==> config.mk <==
export PLATFORM = sky130hd
export DESIGN_NAME = count_capture
export DESIGN_NICKNAME = d
export VERILOG_FILES = /design/src/rtl/count_capture.sv
export SDC_FILE = /design/constraint.sdc
export NUM_CORES = 1
export LEC_CHECK = 0
export CAP_MARGIN = 10
export CORE_MARGIN = 2
export CORE_UTILIZATION = 53
export DETAILED_ROUTE_END_ITERATION = 10
export GPL_ROUTABILITY_DRIVEN = 0
export GPL_TIMING_DRIVEN = 0
export MAX_ROUTING_LAYER = met4
export PLACE_DENSITY = 0.79
export SYNTH_ARGS = -nofsm -noshare
export SYNTH_HDL_FRONTEND = slang
export SYNTH_SLANG_ARGS = --single-unit
==> constraint.sdc <==
create_clock -name clk -period 5.3 [get_ports clk]
set_clock_uncertainty 0.05 [all_clocks]
set_input_delay 1.06 -clock clk [delete_from_list [all_inputs] [get_ports clk]]
set_output_delay 1.06 -clock clk [all_outputs]
set_load 0.05 [all_outputs]
**M3 wires**

Scale bar: 20 um.
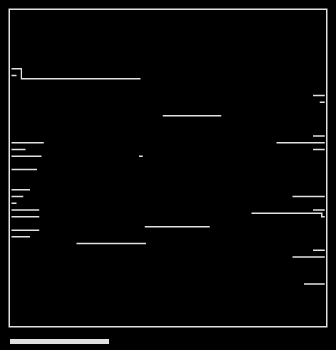
25 nets have wire on it. The longest straight run is 23.9 um.
WL final: 2.88 mm
grt met3 use: 6.69%
via count: 962

**Congestion heat map**

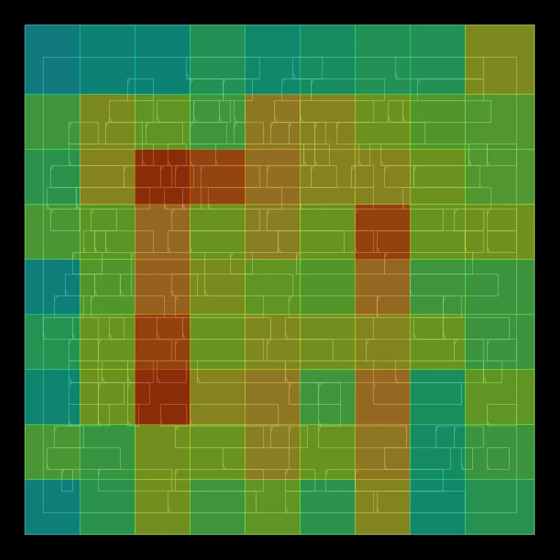
wire length per cell: 15.0 um
fin util: 68.7%
met1 Use GR: 20.4%

**Met2 routing**

Scale bar: 20 um.
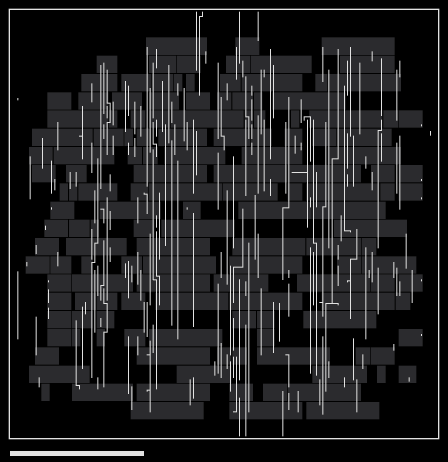
141 nets have wire on it. The layer carries 1490 um of wire.
met2 GRT Util: 25.9%

**Signal wires on met1**

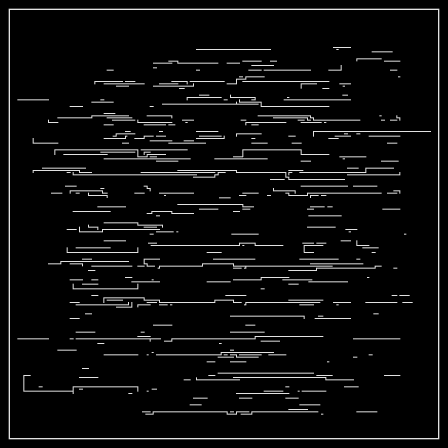
136 nets have wire on it. The layer holds 42% of the routed length.

==> flow_metrics.env <==
# source this file to load flow results
export IMPL_status="finished, final reports clean"
export IMPL_cts_htree_levels=2
export IMPL_ys_top_logic_family="multiplexers"
export IMPL_postCtsSetupBuffers=0
export IMPL_synth_area_mm2=0.00190
export IMPL_maxUsedRoutingLayer="met4"
export IMPL_tap_cell_count=46
export IMPL_synth_async_reset_ratio_pct=28.9
export IMPL_cp_start_kind="flip-flop"
export IMPL_setup_tns_ps=0
export IMPL_ant_nets=0
export IMPL_p_comb_share_pct=46.2
export IMPL_place_area_mm2=0.00225
export IMPL_yosysCellCount=109
export IMPL_internal_power_mw=0.732
export IMPL_rsz0062_at_grt="false"
export IMPL_switching_share_pct=38.5
export IMPL_largest_area_cell="edfxtp_1"
export IMPL_slew_headroom_pct=60.9
export IMPL_cts_buffer_depth=2
export IMPL_register_area_mm2=0.00129
export IMPL_ys_seq_share_pct=67.7
export IMPL_synth_simple_area_share_pct=6.98
export IMPL_cts_buffers=5
export IMPL_fp_util_pct=56.1
export IMPL_crit_chain="buf_2 -> mux4_2 -> and2_1 -> clkdlybuf4s50_1"
export IMPL_drt_initial_drc_count=29
export IMPL_dp_worst_setup_slack_ps=1500
export IMPL_holdWs_ps=478
export IMPL_dr_wl_met3_um=163
export IMPL_grtUsageTotal_pct=16.8
export IMPL_cp_end_kind="primary output"
export IMPL_comb_cells=55
export IMPL_grt_max_degree=15
export IMPL_ys_sh_adder_pct=4.34
export IMPL_top_cells_by_count="edfxtp_1, dfrtp_1, and2_1"
export IMPL_edf_count=32
export IMPL_floorplan_nets=132
export IMPL_crit_type="reg2out"
export IMPL_grt_pass1_wl_mm=4.79
export IMPL_powerClk_mw=0.204
export IMPL_vdd_drop_max_v=0.000231
export IMPL_mux_area_share_pct=10.9
